closeup.png
Window x 138 to 158, y 138 to 158 um. Cells in gray, sequential cells in the stronger gray; small squares are vias.
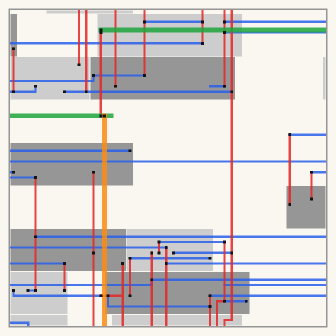
pinout.png
Scale bar: 50 um. Pins as bars across the die edge, other pins in gray.
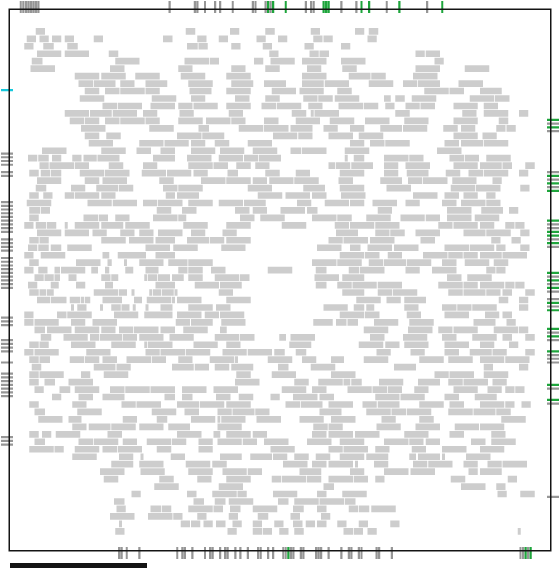
placed.png
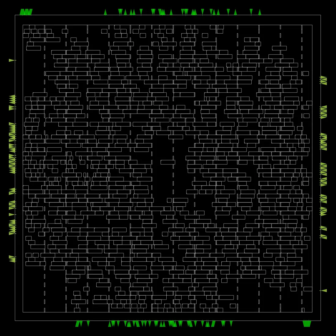
util_map.png
The die is cut into 20 by 20 equal tiles; white is low, dark blue is high, 0 to 100% covered.
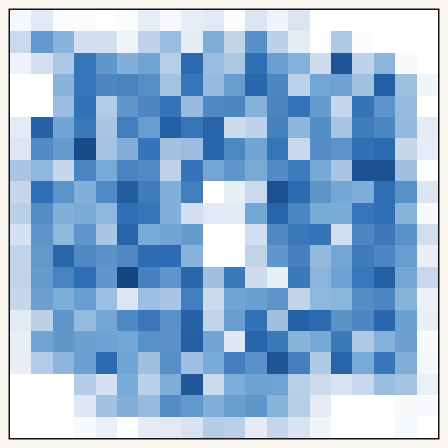
<file path="src/rtl/inst_fetch_buffer_pkg.sv">
// Shared types and widths for the instruction-fetch buffer and its entry FIFO.
package inst_fetch_buffer_pkg;

   localparam int unsigned INST_W = 32;
   localparam int unsigned ADDR_W = 32;

   typedef enum logic [1:0] {
      IF_IDLE = 2'd0,
      IF_WAIT = 2'd1,
      IF_DROP = 2'd2
   } if_state_e;

endpackage

</file>
<file path="src/rtl/inst_fetch_buffer_fetch_fifo.sv">
// Circular FIFO holding fetched {pc, instruction} entries; clear resets occupancy in one cycle.
module inst_fetch_buffer_fetch_fifo #(
   parameter int unsigned DEPTH = 4,
   parameter int unsigned WIDTH = 64
) (
   input  logic                    clk,
   input  logic                    reset,
   input  logic                    push,
   input  logic                    pop,
   input  logic                    clear,
   input  logic [WIDTH-1:0]        wdata,
   output logic [WIDTH-1:0]        rdata,
   output logic [$clog2(DEPTH):0]  count
);

   localparam int unsigned PTR_W = $clog2(DEPTH);

   logic [WIDTH-1:0] mem_q [DEPTH];
   logic [PTR_W-1:0] wr_ptr_q;
   logic [PTR_W-1:0] rd_ptr_q;
   logic [PTR_W:0]   count_q;

   // Pointers rely on DEPTH being a power of two to wrap naturally.
   always_ff @(posedge clk or negedge reset) begin
      if (!reset) begin
         for (int unsigned i = 0; i < DEPTH; i++) begin
            mem_q[i] <= '0;
         end
         wr_ptr_q <= '0;
         rd_ptr_q <= '0;
         count_q  <= '0;
      end else if (clear) begin
         wr_ptr_q <= '0;
         rd_ptr_q <= '0;
         count_q  <= '0;
      end else begin
         if (push) begin
            mem_q[wr_ptr_q] <= wdata;
            wr_ptr_q        <= wr_ptr_q + 1'b1;
         end
         if (pop) begin
            rd_ptr_q <= rd_ptr_q + 1'b1;
         end
         case ({push, pop})
            2'b10:   count_q <= count_q + 1'b1;
            2'b01:   count_q <= count_q - 1'b1;
            default: count_q <= count_q;
         endcase
      end
   end

   assign rdata = mem_q[rd_ptr_q];
   assign count = count_q;

endmodule

</file>
<file path="src/rtl/inst_fetch_buffer.sv">
// Fetch stage: issues one-outstanding word fetches for the PC stream and queues results
// for decode, with flush for branch redirect.
module inst_fetch_buffer
   import inst_fetch_buffer_pkg::*;
#(
   parameter int unsigned DEPTH = 4
) (
   input  logic              clk,
   input  logic              reset,
   input  logic              pc_ce,
   input  logic [ADDR_W-1:0] pc,
   output logic              stall_req,
   input  logic              flush,
   output logic              imem_req,
   output logic [ADDR_W-1:0] imem_addr,
   input  logic              imem_ack,
   input  logic [INST_W-1:0] imem_rdata,
   output logic              id_valid,
   output logic [ADDR_W-1:0] id_pc,
   output logic [INST_W-1:0] id_inst,
   input  logic              id_ready
);

   localparam int unsigned PTR_W   = $clog2(DEPTH);
   localparam int unsigned ENTRY_W = ADDR_W + INST_W;

   if_state_e           state_q;
   logic [ADDR_W-1:0]   addr_q;
   logic [ADDR_W-1:0]   req_pc_q;

   logic [PTR_W:0]      count;
   logic [PTR_W+1:0]    occupancy;
   logic [ENTRY_W-1:0]  head;
   logic                busy;
   logic                can_issue;
   logic                accept;
   logic                push;
   logic                pop;

   // The in-flight request holds a reserved slot; a same-cycle pop never frees space.
   assign busy      = (state_q != IF_IDLE);
   assign occupancy = {1'b0, count} + {{(PTR_W + 1){1'b0}}, busy};
   assign can_issue = (state_q == IF_IDLE) || ((state_q == IF_WAIT) && imem_ack);
   assign accept    = pc_ce && !flush && (occupancy < (PTR_W + 2)'(DEPTH)) && can_issue;
   assign stall_req = pc_ce && !flush && !accept;

   assign push = (state_q == IF_WAIT) && imem_ack && !flush;
   assign pop  = id_valid && id_ready && !flush;

   always_ff @(posedge clk or negedge reset) begin
      if (!reset) begin
         state_q  <= IF_IDLE;
         addr_q   <= '0;
         req_pc_q <= '0;
      end else begin
         if (accept) begin
            addr_q   <= {pc[ADDR_W-1:2], 2'b00};
            req_pc_q <= pc;
         end
         case (state_q)
            IF_IDLE: begin
               if (accept) state_q <= IF_WAIT;
            end
            IF_WAIT: begin
               // A request is never retracted: a flush without ack waits out the response.
               if (imem_ack)   state_q <= accept ? IF_WAIT : IF_IDLE;
               else if (flush) state_q <= IF_DROP;
            end
            IF_DROP: begin
               if (imem_ack) state_q <= IF_IDLE;
            end
            default: state_q <= IF_IDLE;
         endcase
      end
   end

   inst_fetch_buffer_fetch_fifo #(
      .DEPTH (DEPTH),
      .WIDTH (ENTRY_W)
   ) u_fetch_fifo (
      .clk   (clk),
      .reset (reset),
      .push  (push),
      .pop   (pop),
      .clear (flush),
      .wdata ({req_pc_q, imem_rdata}),
      .rdata (head),
      .count (count)
   );

   assign imem_req  = busy;
   assign imem_addr = addr_q;
   assign id_valid  = (count != '0);
   assign id_pc     = head[ENTRY_W-1 -: ADDR_W];
   assign id_inst   = head[INST_W-1:0];

endmodule

</file>
<file path="config.mk">
export PLATFORM = sky130hd
export DESIGN_NAME = inst_fetch_buffer
export DESIGN_NICKNAME = d
export VERILOG_FILES = /design/src/rtl/inst_fetch_buffer_pkg.sv /design/src/rtl/inst_fetch_buffer_fetch_fifo.sv /design/src/rtl/inst_fetch_buffer.sv
export SDC_FILE = /design/constraint.sdc
export NUM_CORES = 1
export LEC_CHECK = 0
export CELL_PAD_IN_SITES_DETAIL_PLACEMENT = 0
export CELL_PAD_IN_SITES_GLOBAL_PLACEMENT = 1
export CORE_MARGIN = 5
export CORE_UTILIZATION = 41
export CTS_CLUSTER_SIZE = 10
export DETAILED_ROUTE_END_ITERATION = 6
export PLACE_DENSITY = 0.66
export SYNTH_ARGS = -nofsm -noshare
export SYNTH_HDL_FRONTEND = slang
export SYNTH_HIERARCHICAL = 1
export SYNTH_SLANG_ARGS = --single-unit
</file>
<file path="constraint.sdc">
create_clock -name clk -period 4.6 [get_ports clk]
set_input_delay 0.46 -clock clk [delete_from_list [all_inputs] [get_ports clk]]
set_output_delay 0.46 -clock clk [all_outputs]
set_load 0.03 [all_outputs]
</file>
==> out/results.ini <==
[worst_setup_path]
critical-path-top-delay-family = buffers and inverters
crit_slowest_cell = dfrtp_4
cp-end-kind = output port
arrival_ps = 2970
r2r_slack_ps = 1980
crit_chain = buf_4 > mux4_2 > clkdlybuf4s50_1

[yosys]
synth.distinct_cells = 35
synthCells = 771
ys_cells = 771
yosys_warnings = 6
numSynthFlops = 297
synth_area_mm2 = 0.0143
synth-area-yosys_mm2 = 0.0143
topCellsByArea = dfrtp_1, mux2_4, mux4_2

[clocking]
clk_path_buf_depth = 3
clock_latency_ps = 500
tritoncts = yes
cts_resized = 0
clkSlewWorstSetupHoldPaths_ps = 60

[timing]
fmax_ghz = 0.291
hold_violations = 0
min_period_ps = 3430
relSlewSlack_pct = 27.1

[cells_and_area]
drive_gt1_share_pct = 44.6
nets = 985
area_growth_pct = 17.4

[power]
pwr_density_cell_mw_per_mm2 = 472
irDropWorstVdd_uv = 269

[run_status]
status = completed

[global_routing]
grt_pass1_wl_um = 46400
first_global_vias = 7944

[die]
io_pins = 169

[routing]
wl_per_cell_um = 21.1
via_per_inst = 5.06

[place]
globalplace.congestion = 0.703

## Picture notes: closeup.png
color	layer
red	M2
orange	M4
blue	M1
green	M3
netlist names of flops here include	u_fetch_fifo/mem_q (4)
cells with their middle in the window	8
most frequent	dfrtp_1 (4), mux2_4 (2)
sequential cells in the window	4

## Picture notes: pinout.png
color	port	pins	direction	edge
green	id_inst	32	output	19 right, 10 top, 3 bottom
cyan	clk	1	input	left
port buffer count: 166
die height: 197 um
die width: 197 um

## Picture notes: placed.png
Final Util: 48.7%
CORE AREA: 0.0345 mm^2

## Picture notes: util_map.png
tiles over 75% full	8.7%
nearly empty tiles	10%
fullest tile	91%
mean over tiles	42%
Init Core Util: 41.5%

power breakdown:
group / internal, mW / switching (mW)
clock: 1.50 / 1.03
sequential: 2.94 / 0.271
combinational: 1.15 / 1.03
total: 5.59 / 2.33
cells in the mapped netlist (all sizes together):
master and number:
dfrtp 297, mux2 289, buf 75, mux4 64, nor2 7, nand2 6
ha 4, nor3b 3, xnor2 3, and3b 2, inv 2, mux2i 2
or2 2, xor2 2, a21bo 1, a21oi 1, and2b 1, clkbuf 1
conb 1, fa 1, nor2b 1, nor3 1, nor4b 1, nor4bb 1
o21ai 1, or3 1, or4b 1
worst register-to-register path: stages (launching register included):
cell and delay (ps):
dfrtp_1 430, nor4bb_1 310, buf_4 210, nor2b_4 440, nand2_8 540, mux2_4 560
per-stage QoR:
step	setup WS, ps	instance area, um^2	utilization, %	total power [mW]	instances
after floorplan	2240	14300	-	4.63	772
after global placement	1190	15800	45.8	5.45	1327
after detailed placement	1130	15800	45.8	5.46	1327
after CTS	1040	16800	48.7	8.05	1378
after global routing	958	16800	48.7	8.28	1378
final	1170	16800	48.7	7.92	1378
routing by layer:
| metal | routed length (um) | global-route usage, % | vias up |
|---|---|---|---|
| met4 | 474 | 3.29 | 0 |
| li1 | - | - | 3070 |
| met3 | 1550 | 3.71 | 43 |
| met2 | 12900 | 22.6 | 137 |
| met5 | 0 | 0 | - |
| met1 | 14100 | 22.0 | 3727 |
final cells by class:
cell class,count,area (um^2),area share [%]
clock inverter,2,17.5,0.104
clock buffer,49,1000,5.96
multi-input combinational,397,6000,35.7
inverter,2,7.51,0.0447
tap,455,569,3.39
timing repair buffer,176,1750,10.4
sequential,297,7440,44.3
flip-flops by register name, indices dropped and copies added, names as in the netlist:
signal	count
u_fetch_fifo/mem_q	256
req_pc_q	32
u_fetch_fifo/count	3
state_q	2
u_fetch_fifo/rd_ptr_q	2
u_fetch_fifo/wr_ptr_q	2
cell usage in the layout (no fill, tap or decap), types with 2 or more instances in the layout:
| master | n |
|---|---|
| dfrtp_1 | 295 |
| mux2_4 | 240 |
| clkdlybuf4s50_1 | 165 |
| mux4_2 | 64 |
| mux2_2 | 41 |
| clkbuf_16 | 37 |
| clkbuf_1 | 9 |
| buf_4 | 9 |
| mux2_1 | 8 |
| nor2_1 | 7 |
| nand2_8 | 4 |
| ha_1 | 4 |
| nor3b_1 | 3 |
| clkbuf_8 | 3 |
| xnor2_1 | 3 |
| or2_2 | 2 |
| nand2_1 | 2 |
| conb_1 | 2 |
| inv_6 | 2 |
| inv_1 | 2 |
| xor2_1 | 2 |
| mux2i_1 | 2 |
| dfrtp_4 | 2 |
logic make-up (layout without fill, tap and decap cells):
kind of cell | Yosys count | count (layout) | synth area share, %
compound gates | 3 | 3 | 0.219
buf+inv | 78 | 229 | 6.13
mux | 355 | 355 | 39.3
simple gates | 27 | 27 | 1.64
other cells | 1 | 2 | 0.0262
fa+ha+maj | 5 | 5 | 0.490
flops | 297 | 297 | 51.9
xor+xnor | 5 | 5 | 0.306
Power figures rest on the tool's default switching activity, not on a simulated workload.
